==> src/rtl/addsub_pkg.sv <==
// addsub_pkg: shared definitions for the add/subtract datapath library.
//   state_t        - FSM states of the serial_subtractor (IDLE, RUN, HOLD)
//   ADDSUB_WIDTH   - default operand width shared with the combinational adders
//   sub_diff()     - difference bit of a one-bit full subtractor
//   sub_borrow()   - borrow-out of a one-bit full subtractor
package addsub_pkg;

  localparam int ADDSUB_WIDTH = 4;

  typedef enum logic [1:0] {
    IDLE = 2'd0,
    RUN  = 2'd1,
    HOLD = 2'd2
  } state_t;

  function automatic logic sub_diff(input logic a, input logic b, input logic br);
    return a ^ b ^ br;
  endfunction

  // Borrow when b exceeds a outright, or a == b and a borrow is pending.
  function automatic logic sub_borrow(input logic a, input logic b, input logic br);
    return (~a & b) | (~(a ^ b) & br);
  endfunction

endpackage

==> src/rtl/full_sub_cell.sv <==
// full_sub_cell: combinational one-bit full subtractor, computes a - b - br_in.
//   a, b    - operand bits
//   br_in   - borrow from the less significant bit
//   d       - difference bit
//   br_out  - borrow into the next more significant bit
module full_sub_cell
  import addsub_pkg::*;
(
  input  logic a,
  input  logic b,
  input  logic br_in,
  output logic d,
  output logic br_out
);

  assign d      = sub_diff(a, b, br_in);
  assign br_out = sub_borrow(a, b, br_in);

endmodule

==> src/rtl/serial_subtractor.sv <==
// serial_subtractor: bit-serial unsigned subtractor, {Bo, Diff} = A - B - Bi,
// one bit per cycle LSB first, WIDTH cycles from accept to result.
//   clk, rst_n          - clock, asynchronous active-low reset
//   in_valid, in_ready  - operand handshake (in_ready high only in IDLE)
//   A, B, Bi            - minuend, subtrahend, borrow-in (sampled at accept)
//   out_valid, out_ready- result handshake (out_valid high only in HOLD)
//   Diff, Bo            - difference mod 2^WIDTH and borrow-out
//   dbg_state           - current FSM state, for observation only
//
// Handshake: a transfer happens on a rising edge where valid && ready are both
// high. valid/ready are decoded from the state register only, so neither
// in_valid nor out_ready reaches in_ready/out_valid combinationally. While
// out_valid is high and out_ready low, Diff and Bo hold steady.
module serial_subtractor
  import addsub_pkg::*;
#(
  parameter int WIDTH = ADDSUB_WIDTH
) (
  input  logic             clk,
  input  logic             rst_n,
  input  logic             in_valid,
  output logic             in_ready,
  input  logic [WIDTH-1:0] A,
  input  logic [WIDTH-1:0] B,
  input  logic             Bi,
  output logic             out_valid,
  input  logic             out_ready,
  output logic [WIDTH-1:0] Diff,
  output logic             Bo,
  output state_t           dbg_state
);

  localparam int CW = $clog2(WIDTH) + 1;

  state_t           state, state_nxt;
  logic [WIDTH-1:0] a_sr, b_sr;
  logic             br;
  logic [CW-1:0]    cnt;
  logic             cell_d, cell_br;
  logic             accept, consume, last_bit;

  full_sub_cell u_cell (
    .a      (a_sr[0]),
    .b      (b_sr[0]),
    .br_in  (br),
    .d      (cell_d),
    .br_out (cell_br)
  );

  // in_ready is held low while reset is asserted even though state is IDLE.
  assign in_ready  = rst_n && (state == IDLE);
  assign out_valid = (state == HOLD);
  assign Bo        = br;
  assign dbg_state = state;

  assign accept   = in_valid && in_ready;
  assign consume  = out_valid && out_ready;
  assign last_bit = (cnt == CW'(WIDTH - 1));

  always_comb begin
    state_nxt = state;
    case (state)
      IDLE:    if (accept)   state_nxt = RUN;
      RUN:     if (last_bit) state_nxt = HOLD;
      HOLD:    if (consume)  state_nxt = IDLE;
      default:               state_nxt = IDLE;
    endcase
  end

  always_ff @(posedge clk or negedge rst_n) begin
    if (!rst_n) begin
      state <= IDLE;
      a_sr  <= '0;
      b_sr  <= '0;
      br    <= 1'b0;
      cnt   <= '0;
      Diff  <= '0;
    end else begin
      state <= state_nxt;
      case (state)
        IDLE: begin
          if (accept) begin
            a_sr <= A;
            b_sr <= B;
            br   <= Bi;
            cnt  <= '0;
          end
        end
        RUN: begin
          // Result fills from the MSB end so it is LSB-aligned after WIDTH bits.
          Diff <= {cell_d, Diff[WIDTH-1:1]};
          a_sr <= a_sr >> 1;
          b_sr <= b_sr >> 1;
          br   <= cell_br;
          cnt  <= cnt + 1'b1;
        end
        default: ;
      endcase
    end
  end

endmodule

==> config.mk <==
export PLATFORM = sky130hd
export DESIGN_NAME = serial_subtractor
export DESIGN_NICKNAME = d
export VERILOG_FILES = /design/src/rtl/addsub_pkg.sv /design/src/rtl/full_sub_cell.sv /design/src/rtl/serial_subtractor.sv
export SDC_FILE = /design/constraint.sdc
export NUM_CORES = 1
export LEC_CHECK = 0
export CORE_ASPECT_RATIO = 1.25
export CORE_MARGIN = 4
export CORE_UTILIZATION = 45
export CTS_BUF_LIST = sky130_fd_sc_hd__clkbuf_2 sky130_fd_sc_hd__clkbuf_4 sky130_fd_sc_hd__clkbuf_8
export DETAILED_ROUTE_END_ITERATION = 12
export GPL_TIMING_DRIVEN = 0
export PLACE_DENSITY_LB_ADDON = 0.12
export SLEW_MARGIN = 0
export SYNTH_ARGS = -nofsm -noshare
export SYNTH_HDL_FRONTEND = slang
export SYNTH_SLANG_ARGS = --single-unit
==> constraint.sdc <==
create_clock -name clk -period 1.3 [get_ports clk]
set_clock_uncertainty 0.1 [all_clocks]
set_input_delay 0.13 -clock clk [delete_from_list [all_inputs] [get_ports clk]]
set_output_delay 0.13 -clock clk [all_outputs]
set_load 0.03 [all_outputs]
==> results_dict.tcl <==
# yosys + openroad results
set metrics [dict create \
    status "finished with violations" \
    violations "setup timing" \
    globalRouteMet3Util_pct 1.89 \
    fin_crit_ns 1.43 \
    required_ns 1.07 \
    cp_cell_sequence "clkinv_4, and3_4, buf_6" \
    clk-insertion-delay-late_ns 0.29 \
    startpoint "dbg_state[0]" \
    dr_wl_met2_um 1200 \
    antenna_found_initial 0 \
    warnings 29 \
    maxCapViolations 0 \
    hp-class "in -> async" \
    wl_met1_um 970 \
    enable_flop_cells 0 \
    ios 22 \
    p_total_mw 3.64 \
    crit_slowest_cell "dfrtp_2" \
    drc 0 \
    busiest_layer "met2" \
    wire_per_inst_um 16.1 \
    gr-total-overflow 0 \
    async_flop_share_pct 100 \
    mostFrequentLayoutCell "nand2_1" \
    dieArea_sq_um 2690 \
    first_global_vias 721 \
    synth_area_sq_um 865 \
    p_sw_share_pct 42.2 \
    synth_cell_types 25 \
    powerSeq_mw 1.09 \
    finalWorstSetupSlack_ns -0.127 \
    r2r-end "b_sr[1]" \
    num-nets-final 141 \
    cts_buffer_depth 2 \
    initCoreUtil_pct 48.4 \
    p_per_area_nw_per_um2 2650 \
    yosys_cells 85 \
    grt_usage_pct 15.9 \
    finalClockPeriodUsage_pct 110 \
    worst-endpoint-arrival_ns 1.20 \
    drv_slew 0 \
    ys_sh_simple_pct 12.6 \
    num_antenna_cells 0 \
    clk-power_mw 0.308 \
    layout-drive-gt1-share_pct 47.6 \
    xor_share_pct 0 \
    power_leader "combinational cells" \
    dr_wl_met3_um 127 \
    worstRegToRegCells 6 \
    ys_top_cells_by_count "dfrtp_1 (18), nand2_1 (16), o22ai_1 (13)" \
    drtAntennaViolNets 0 \
    r2r-start "dbg_state[1]" \
    p_clk_share_pct 8.5 \
    grt_max_degree 19 \
    p_seq_share_pct 30.0 \
    grt_pass1_wl_um 3190 \
    worstSetupPathType "reg -> out" \
    leakage_nw 0.629 \
    rsz0062_at_grt "true" \
    root_buffer "clkbuf_4" \
    critPathCaptureType "output pin" \
    postCtsResizedCells 44 \
    drt_wl_total_um 2300 \
    max_stage_delay_ns 0.48 \
    internal_power_mw 2.10 \
    finalHoldViolations 0 \
    top_area_cell "dfrtp_1" \
    synthTopLogicFamily "AND-OR/OR-AND gates" \
    worst_pin_slew_ns 0.810 \
    cp_top_family "flip-flops" \
    cts_buffers 3 \
    numPortBuffers 21 \
    reg2reg_slack_ns -0.10 \
    startpoint_type "register" \
    syn_nets 101 \
    synth_top_area_share_pct 52.1 \
    place_worst_setup_slack_ns -1.13 \
    cts_max_level 1 \
    mux_share_pct 3.47 \
    tritoncts "done" \
    ir_worst_vdd_uv 1570 \
    ys.warnings.count 0 \
    p_switching_mw 1.54 \
    postSynthAreaPerCell_sq_um 10.2 \
    use_met2_pct 23.9 \
    comb-power_mw 2.24 \
    gp_congestion 0.692 \
    maxSlewHeadroom_pct 46.0 \
    cp-endpoint "in_ready" \
    die_x_um 47.2 \
    ys_area_sq_um 865 \
    largest_registers "Diff: 4 flops, a_sr: 4 flops, b_sr: 4 flops" \
    ys_sh_aoi_pct 21.3 \
    crit_cells 3 \
    cts_setup_buffers 3 \
    critPathBufInv 2 \
    cts_num_sinks 18 \
    hpwl_um 1260 \
    top_cell "dfrtp_1" \
    top_cells_by_area "dfrtp_1 (52%), o22ai_1 (9.4%), nand2_1 (6.9%), a21oi_1 (3.5%), mux2_4 (3.5%)" \
    vias_per_cell 5.58 \
    drt-initial-drc-count 3 \
    ff_type "dfrtp_1" \
    combPwrFrac_pct 61.6 \
    die_y_um 57.0 \
    ys_seq_share_pct 52.1 \
    num_vias 798 \
    synth_flops 18 \
    setup_violations 13 \
    drt-pass1-iter-count 4 \
    met1_usage_pct 23.2 \
    holdBufCountCts 1 \
    syn2layout_area_growth_pct 58.8 \
    ys_sh_adder_pct 5.21 \
    syn_inst 85 \
    maxUsedRoutingLayer "met4" \
    path_max_fanout 9 \
    fillCellCount 124 \
    clk_pin_slew_ns 0.10 \
    max_freq_mhz 701 \
]
-- cell type report --
type / count / area, sq um / area share, %
clock buffers: 4 / 30.0 / 2.19
repair buffers: 36 / 308 / 22.4
multi-input cells: 58 / 490 / 35.7
flip-flops and latches: 18 / 454 / 33.1
well taps: 19 / 23.8 / 1.73
plain buffers: 3 / 30.0 / 2.19
inverters: 5 / 36.3 / 2.64
-- through the flow --
step                      utilization (%)  cell area [sq um]  hold WS (ns)  cells  setup TNS, ns
after floorplan                         -                876        -0.266     85        -0.0169
after global placement               62.1               1110         0.360    125         -14.63
after detailed placement             62.1               1110         0.366    125         -15.36
after CTS                            66.2               1180         0.188    133         -0.786
after global routing                 76.8               1370         0.124    143          -1.50
final                                76.8               1370        0.0746    143         -0.595
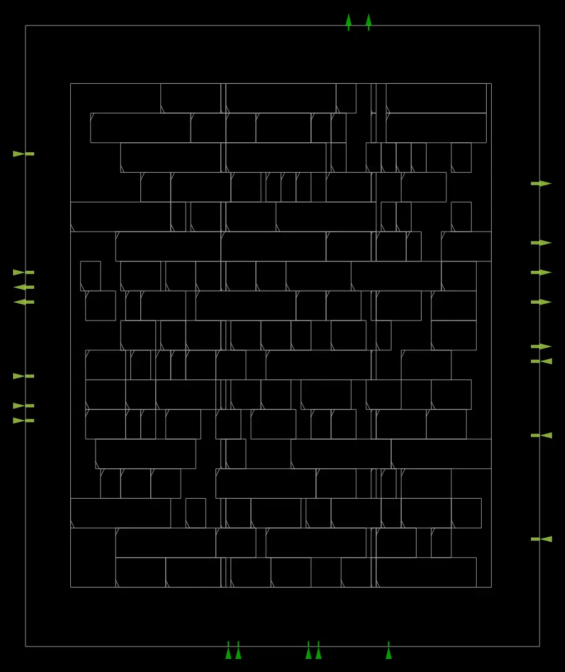
placement.png
post-route insts no fill: 143
Seq/total area: 33.1%
seq_cells: 18
row cnt: 17
core box area: 1790 sq um

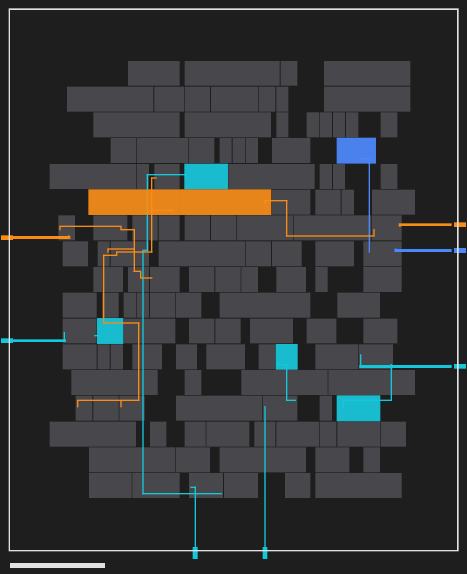
io_fan.png
Bar = 10 um.
[in_ready] blue | direction: output | end cells: 1 | buffers: 1 | wire: 16.7 um
[A] cyan | direction: input | end cells: 4 | buffers: 4 | wire: 101 um
[dbg_state] orange | direction: output | end cells: 2 | buffers: 3 | wire: 88.9 um

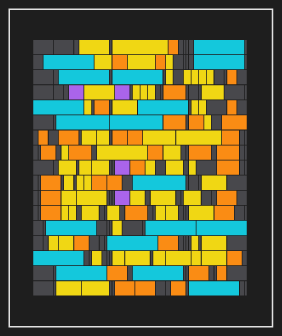
placement_by_type.png
Fill, decap, tap and diode cells in gray.
[remaining buffers and delay cells] orange | cells: 39 | share of their area: 25%
[combinational and other logic] yellow | cells: 63 | share of their area: 39%
[clock drivers and dummy loads] purple | cells: 4 | share of their area: 2.2%
[sequential cells] cyan | cells: 18 | share of their area: 34%

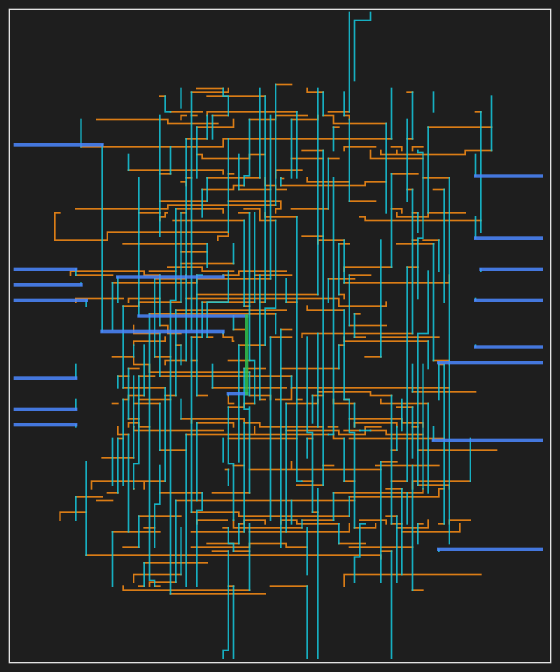
wires.png
[metal 1] orange | wire length: 970 um
[metal 2] cyan | wire length: 1200 um
[metal 4] green | wire length: 6.80 um
[metal 3] blue | wire length: 127 um

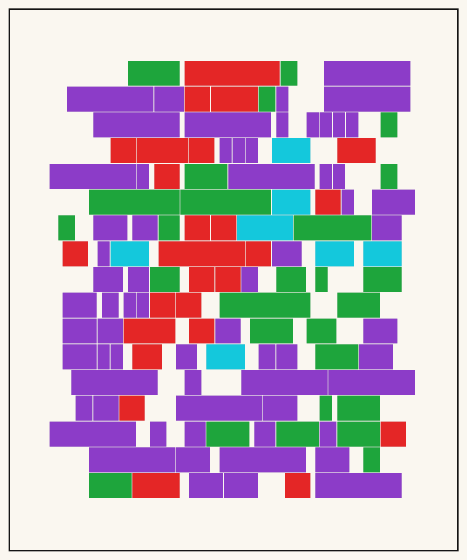
sizes.png
[_0 and _1 cells] purple | cells: 65 | most used: nand2_1
[_3 and _4 cells] red | cells: 25 | most used: buf_4
[_2 cells] green | cells: 27 | most used: o22ai_2
[_6 and larger] cyan | cells: 7 | most used: buf_6

